<file path="src/rtl/wb_gain_pkg.sv">
// Shared constants and helpers for the multi-channel white-balance gain core.
// Pixel and gain widths are module parameters, so px_t/gain_t live there.
package wb_gain_pkg;

  localparam int WB_GAIN_LATENCY = 3;

  function automatic int UNITY_GAIN(input int fract_width);
    return 1 << fract_width;
  endfunction

  function automatic int tdata_width(input int px, input int ch);
    return ((px * ch + 7) / 8) * 8;
  endfunction

endpackage

</file>
<file path="src/rtl/wb_gain_mult_sat.sv">
// One channel of the S2 multiply and S3 round/saturate datapath.
// Both stages share the global advance enable.
module wb_gain_mult_sat
  import wb_gain_pkg::*;
#(
  parameter int PX_WIDTH    = 10,
  parameter int GAIN_WIDTH  = 16,
  parameter int FRACT_WIDTH = 10
) (
  input  logic                  clk_i,
  input  logic                  rst_n_i,
  input  logic                  i_adv,
  input  logic [PX_WIDTH-1:0]   i_px,
  input  logic [GAIN_WIDTH-1:0] i_gain,
  input  logic                  i_bypass,
  output logic [PX_WIDTH-1:0]   o_px
);

  localparam int LP_PW = PX_WIDTH + GAIN_WIDTH;
  localparam logic [LP_PW:0] LP_HALF =
    (LP_PW + 1)'(1) << (FRACT_WIDTH - 1);
  localparam logic [LP_PW:0] LP_MAX =
    {{(LP_PW + 1 - PX_WIDTH){1'b0}}, {PX_WIDTH{1'b1}}};

  logic [LP_PW-1:0]    r_prod;
  logic [PX_WIDTH-1:0] r_px;
  logic                r_byp;
  logic [PX_WIDTH-1:0] r_out;
  logic [LP_PW:0]      w_sum;
  logic [LP_PW:0]      w_shift;
  logic [PX_WIDTH-1:0] w_sat;

  // Extra MSB keeps the rounding add from overflowing.
  assign w_sum   = {1'b0, r_prod} + LP_HALF;
  assign w_shift = w_sum >> FRACT_WIDTH;
  assign w_sat   = (w_shift > LP_MAX) ? {PX_WIDTH{1'b1}}
                                      : w_shift[PX_WIDTH-1:0];

  always_ff @(posedge clk_i or negedge rst_n_i) begin
    if (!rst_n_i) begin
      r_prod <= '0;
      r_px   <= '0;
      r_byp  <= 1'b0;
      r_out  <= '0;
    end else if (i_adv) begin
      r_prod <= LP_PW'(i_px) * LP_PW'(i_gain);
      r_px   <= i_px;
      r_byp  <= i_bypass;
      r_out  <= r_byp ? r_px : w_sat;
    end
  end

  assign o_px = r_out;

endmodule

</file>
<file path="src/rtl/multi_ch_gain_corrector.sv">
// Multi-channel AXI4-Stream gain corrector with frame-synchronous
// double-buffered gains, rounding, saturation and full backpressure.
module multi_ch_gain_corrector
  import wb_gain_pkg::*;
#(
  parameter int PX_WIDTH    = 10,
  parameter int CH_NUM      = 3,
  parameter int GAIN_WIDTH  = 16,
  parameter int FRACT_WIDTH = 10,
  parameter int TDATA_WIDTH = tdata_width(PX_WIDTH, CH_NUM)
) (
  input  logic                         clk_i,
  input  logic                         rst_n_i,
  input  logic                         video_i_tvalid,
  input  logic [TDATA_WIDTH-1:0]       video_i_tdata,
  input  logic                         video_i_tlast,
  input  logic                         video_i_tuser,
  output logic                         video_i_tready,
  output logic                         video_o_tvalid,
  output logic [TDATA_WIDTH-1:0]       video_o_tdata,
  output logic                         video_o_tlast,
  output logic                         video_o_tuser,
  input  logic                         video_o_tready,
  input  logic                         coef_wr_i,
  input  logic [CH_NUM*GAIN_WIDTH-1:0] coef_i,
  input  logic                         bypass_i,
  output logic                         coef_pending_o,
  output logic [15:0]                  frame_cnt_o
);

  localparam int LP_DW = PX_WIDTH * CH_NUM;
  localparam int LP_GW = GAIN_WIDTH * CH_NUM;
  localparam logic [GAIN_WIDTH-1:0] LP_UNITY =
    GAIN_WIDTH'(UNITY_GAIN(FRACT_WIDTH));

  logic             w_adv;
  logic             w_acc;
  logic             w_sof_acc;
  logic             w_activate;
  logic [LP_GW-1:0] w_gain_sel;
  logic             w_byp_sel;
  logic [LP_DW-1:0] w_out_px;
  logic             w_unused_pad;

  logic [LP_GW-1:0] r_shadow_gain;
  logic [LP_GW-1:0] r_active_gain;
  logic             r_shadow_byp;
  logic             r_active_byp;
  logic             r_pending;
  logic [15:0]      r_frame_cnt;

  logic             r_s1_valid;
  logic             r_s1_last;
  logic             r_s1_user;
  logic [LP_DW-1:0] r_s1_px;
  logic [LP_GW-1:0] r_s1_gain;
  logic             r_s1_byp;
  logic             r_s2_valid;
  logic             r_s2_last;
  logic             r_s2_user;
  logic             r_s3_valid;
  logic             r_s3_last;
  logic             r_s3_user;

  assign w_adv      = !r_s3_valid || video_o_tready;
  assign w_acc      = video_i_tvalid && w_adv;
  assign w_sof_acc  = w_acc && video_i_tuser;
  assign w_activate = w_sof_acc && r_pending;

  // The activating SOF beat already picks up the shadow values.
  assign w_gain_sel = w_activate ? r_shadow_gain : r_active_gain;
  assign w_byp_sel  = w_activate ? r_shadow_byp : r_active_byp;

  assign w_unused_pad = ^video_i_tdata;

  always_ff @(posedge clk_i or negedge rst_n_i) begin
    if (!rst_n_i) begin
      r_shadow_gain <= {CH_NUM{LP_UNITY}};
      r_active_gain <= {CH_NUM{LP_UNITY}};
      r_shadow_byp  <= 1'b0;
      r_active_byp  <= 1'b0;
      r_pending     <= 1'b0;
      r_frame_cnt   <= '0;
    end else begin
      if (w_activate) begin
        r_active_gain <= r_shadow_gain;
        r_active_byp  <= r_shadow_byp;
      end
      if (coef_wr_i) begin
        r_shadow_gain <= coef_i;
        r_shadow_byp  <= bypass_i;
        r_pending     <= 1'b1;
      end else if (w_activate) begin
        r_pending <= 1'b0;
      end
      if (w_sof_acc) begin
        r_frame_cnt <= r_frame_cnt + 16'd1;
      end
    end
  end

  always_ff @(posedge clk_i or negedge rst_n_i) begin
    if (!rst_n_i) begin
      r_s1_valid <= 1'b0;
      r_s1_last  <= 1'b0;
      r_s1_user  <= 1'b0;
      r_s1_px    <= '0;
      r_s1_gain  <= '0;
      r_s1_byp   <= 1'b0;
      r_s2_valid <= 1'b0;
      r_s2_last  <= 1'b0;
      r_s2_user  <= 1'b0;
      r_s3_valid <= 1'b0;
      r_s3_last  <= 1'b0;
      r_s3_user  <= 1'b0;
    end else if (w_adv) begin
      r_s1_valid <= video_i_tvalid;
      r_s1_last  <= video_i_tlast;
      r_s1_user  <= video_i_tuser;
      r_s1_px    <= video_i_tdata[LP_DW-1:0];
      r_s1_gain  <= w_gain_sel;
      r_s1_byp   <= w_byp_sel;
      r_s2_valid <= r_s1_valid;
      r_s2_last  <= r_s1_last;
      r_s2_user  <= r_s1_user;
      r_s3_valid <= r_s2_valid;
      r_s3_last  <= r_s2_last;
      r_s3_user  <= r_s2_user;
    end
  end

  for (genvar k = 0; k < CH_NUM; k++) begin : g_ch
    wb_gain_mult_sat #(
      .PX_WIDTH   (PX_WIDTH),
      .GAIN_WIDTH (GAIN_WIDTH),
      .FRACT_WIDTH(FRACT_WIDTH)
    ) u_ch (
      .clk_i   (clk_i),
      .rst_n_i (rst_n_i),
      .i_adv   (w_adv),
      .i_px    (r_s1_px[k*PX_WIDTH +: PX_WIDTH]),
      .i_gain  (r_s1_gain[k*GAIN_WIDTH +: GAIN_WIDTH]),
      .i_bypass(r_s1_byp),
      .o_px    (w_out_px[k*PX_WIDTH +: PX_WIDTH])
    );
  end

  assign video_i_tready = w_adv;
  assign video_o_tvalid = r_s3_valid;
  assign video_o_tdata  = TDATA_WIDTH'(w_out_px);
  assign video_o_tlast  = r_s3_last;
  assign video_o_tuser  = r_s3_user;
  assign coef_pending_o = r_pending;
  assign frame_cnt_o    = r_frame_cnt;

endmodule

</file>
<file path="config.mk">
export PLATFORM = sky130hd
export DESIGN_NAME = multi_ch_gain_corrector
export DESIGN_NICKNAME = d
export VERILOG_FILES = /design/src/rtl/wb_gain_pkg.sv /design/src/rtl/wb_gain_mult_sat.sv /design/src/rtl/multi_ch_gain_corrector.sv
export SDC_FILE = /design/constraint.sdc
export NUM_CORES = 2
export LEC_CHECK = 0
export CAP_MARGIN = 20
export CORE_ASPECT_RATIO = 1.1
export CORE_MARGIN = 4
export CORE_UTILIZATION = 40
export CTS_CLUSTER_SIZE = 40
export DETAILED_ROUTE_END_ITERATION = 7
export HOLD_SLACK_MARGIN = 0.05
export PLACE_DENSITY_LB_ADDON = 0.08
export SLEW_MARGIN = 30
export SYNTH_ARGS = -nofsm -noshare
export SYNTH_HDL_FRONTEND = slang
export SYNTH_HIERARCHICAL = 1
export SYNTH_SLANG_ARGS = --single-unit
</file>
<file path="constraint.sdc">
create_clock -name clk_i -period 11.8 [get_ports clk_i]
set_clock_uncertainty 0.1 [all_clocks]
set_input_delay 1.18 -clock clk_i [delete_from_list [all_inputs] [get_ports clk_i]]
set_output_delay 1.18 -clock clk_i [all_outputs]
set_load 0.02 [all_outputs]
</file>
Figure 1. Metal 3.
Drawn at 1.5 px/um.
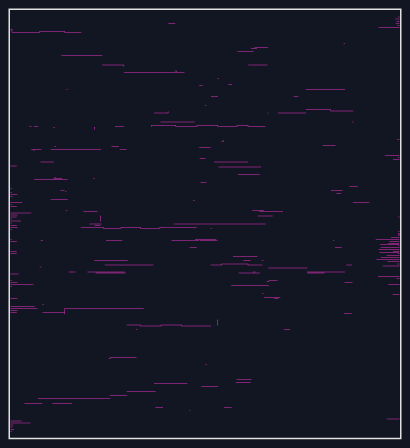
main direction = horizontal
wire length on this layer = 1880 um
share of all routed wire = 2.9%
nets with wire on the layer = 128
longest straight run = 61.2 um

Figure 2. Clock wiring as the flow saved it.
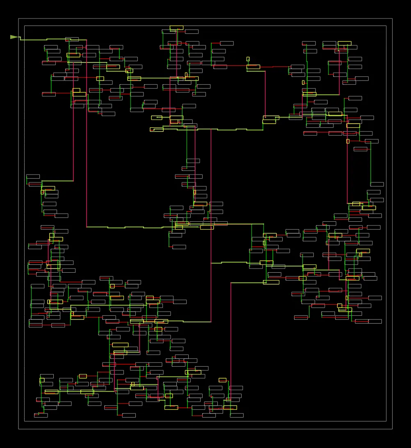
number of CTS-inserted buffers: 41
worst skew pair latency: 0.58 ns
CTS sink cnt: 317

Figure 3. Placement by RTL instance.
Drawn at 1.5 px/um.
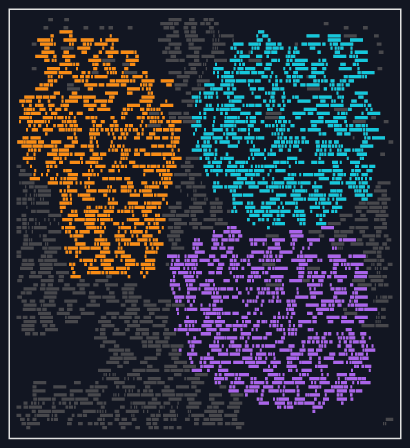
`g_ch[0].u_ch` -> cyan  # cells 683
`g_ch[1].u_ch` -> orange  # cells 681
`g_ch[2].u_ch` -> purple  # cells 708
DIE AREA: 74200 sq um
Final Non-Filler Cells: 3732
Util after Layout: 0.454

==> impl_metrics.ini <==
; implementation run metrics
[sta]
setup_violations = 0
worst_pin_slew_ns = 0.892
hold_viol = 0
fmax_ghz = 0.164
whs_ns = 0.360
fin_crit_sh = 0.518
maxSlewViolCount = 0
rsz0062_at_grt = no

[logic_synthesis]
compound_area_frac = 0.0695
ys_top_logic_family = adder cells
async_flop_share = 1.00
yosys.cell_types.count = 91
ys_sh_adder = 0.315
yosys_cells = 2719
edf_count = 0
yosys.stat.chipArea_sq_um = 27900
ys.flop_type = dfrtp_1
ys.flops = 317
yosysWarningCount = 6
synthMuxAreaShare = 0.0876
synth_cells = 2719
ys_seq_frac = 0.284

[layout]
fillers = 6627
comb_area_sq_um = 18300
regArea_sq_um = 7940
antenna_cells = 0
lay_top_count = nand2_1
final_cell_area_sq_um = 31400
syn2layout_area_growth_pct = 12.3
fin_nets = 3370
final_layout_size_suffix_gt1_frac = 0.117

[worst_setup_path]
crit_end = g_ch[0].u_ch/r_prod[20]$_DFFE_PN0P_
r2r_slack_ns = 5.69
ff2ff_path_depth = 17
end_kind = register
cpMostUsedCell = fa_1
crit_slowest_cell = dfrtp_1
start_kind = register
r2r-end = g_ch[0].u_ch/r_prod[20]$_DFFE_PN0P_
cp.required_ns = 12.14
crit_path_max_incr_delay_ns = 0.88
cp_cell_sequence = nand2_1 > fa_1 > inv_1 > fa_1 > fa_1 > fa_1 > inv_1 > fa_1 > inv_1 > ha_1 > nand3_1 > a2111oi_1 > a211oi_2 > o31ai_2 > a31oi_1 > xnor2_1 > mux2_2
arrival_ns = 6.44
regToRegStartpoint = r_s1_px[3]$_DFFE_PN0P_
crit_type = register to register

[drt]
drtIter0Drc = 772
drt_wl_total_um = 65800
drc = 0
wl_per_cell_um = 17.6
num_vias = 19100
routed_via_density = 5.13
firstDrtPassIters = 5

[placed_design]
finalWeightedCongestion = 0.839
port_buffers = 136
dpl_cell_area_sq_um = 30000
place_hpwl_um = 49200

[die]
die_h_um = 285
die_width_um = 260
ios = 141
core_sq_um = 69100
initCoreUtil = 0.404

[min_path]
whs_path_depth = 2
hold_path_end = r_s2_valid$_DFFE_PN0P_
hp-class = register to register

[grt]
overflow = 0
grt_usage = 0.186
top_usage_layer = met2
met1_usage = 0.251
grt_pass1_wl_um = 112000
grt_use_met3 = 0.0217
antenna_found_initial = 0
grt_pass1_vias = 21100

[run_status]
status = complete, no violations

[cts]
clockBufferDepth = 3
post_cts_buffers = 0
hold_buffers = 0
h-tree-depth = 2
cts_tree = built
clk_pin_slew_worst_paths_ns = 0.06
post_cts_resized = 0
root_buffer = clkbuf_16

[job]
maxCapViolCount = 0
==> synth_stat cells (all sizes together), types with 3 or more instances <==
cell type	count	area, sq um
o211ai	10	93.8
a221oi	3	26.3
o221ai	3	26.3
fa	327	6550
a21oi	91	467
a21o	33	248
and3	15	98.8
a31oi	12	81.3
o21ai	63	319
nand4	27	188
xnor2	46	403
a2111oi	7	82.6
dfstp	6	158
o31ai	4	35.0
nor3	13	70.1
and4	8	73.8
nor2	46	173
buf	28	155
a221o	3	30.0
clkbuf	107	413
mux2	211	2420
o21a	8	60.1
dfrtp	311	7780
xor2	32	280
nand3	41	205
nand3b	24	180
a21boi	5	37.5
or3	3	18.8
a211oi	15	140
inv	309	1160
a31o	3	35.0
nand2	397	1490
nand2b	9	56.3
mux2i	3	30.0
or4	4	30.0
o21bai	4	30.0
a211o	7	61.3
and2	267	1670
nor2b	6	45.0
or2	3	18.8
ha	181	2260
==> metrics by stage <==
step | setup slack, ns | std cells
2_1_floorplan | 6.20 | 2720
3_3_place_gp | 5.79 | 3657
3_5_place_dp | 5.72 | 3657
4_1_cts | 5.67 | 3731
5_1_grt | 5.39 | 3732
6_report | 5.69 | 3732
==> metal layers <==
metal  vias up  part of all wire
li1       8921                 -
met1      9881              0.46
met2       263              0.49
met3        72             0.029
met4         0             0.019
met5         -                 0
==> layout make-up <==
type	count	share of cell area
inverters	309	0.0372
well taps	927	0.0370
clock buffers	60	0.0388
multi-input cells	1958	0.582
clock inverters	14	0.00554
flip-flops and latches	317	0.253
repair buffers	147	0.0469
==> sequential cells by signal, indices dropped and copies added, names as in the netlist <==
signal	count
frame_cnt_o	16
r_s1_gain	48
g_ch.u_ch/r_prod	51
video_o_tuser	1
r_s1_valid	1
r_shadow_byp	1
r_s2_valid	1
r_active_gain	48
r_shadow_gain	48
g_ch.u_ch/o_px	30
r_s2_last	1
r_active_byp	1
r_s2_user	1
g_ch.u_ch/r_byp	3
coef_pending_o	1
r_s1_byp	1
video_o_tlast	1
g_ch.u_ch/r_px	30
video_o_tvalid	1
r_s1_last	1
r_s1_px	30
r_s1_user	1
==> critical path, delay by kind of cell (launching register included) <==
kind	cells	cell delay, ns
XOR/XNOR	1	0.18
AND/OR/NAND/NOR	2	0.29
adder cells (fa/ha/maj)	6	2.94
buffers and inverters	3	0.15
AND-OR/OR-AND	4	1.15
flip-flops	1	0.88
multiplexers	1	0.27
==> cell families (layout without fill, tap and decap cells) <==
kind of cell               Yosys count  count (layout)
and+or+nand+nor                    867             867
other                                1               2
xor gates and xnor gates            78              78
muxes                              214             214
AOI/OAI and AO/OA                  289             289
buffers and inverters              445             530
adders and majority gates          508             508
DFF                                317             317
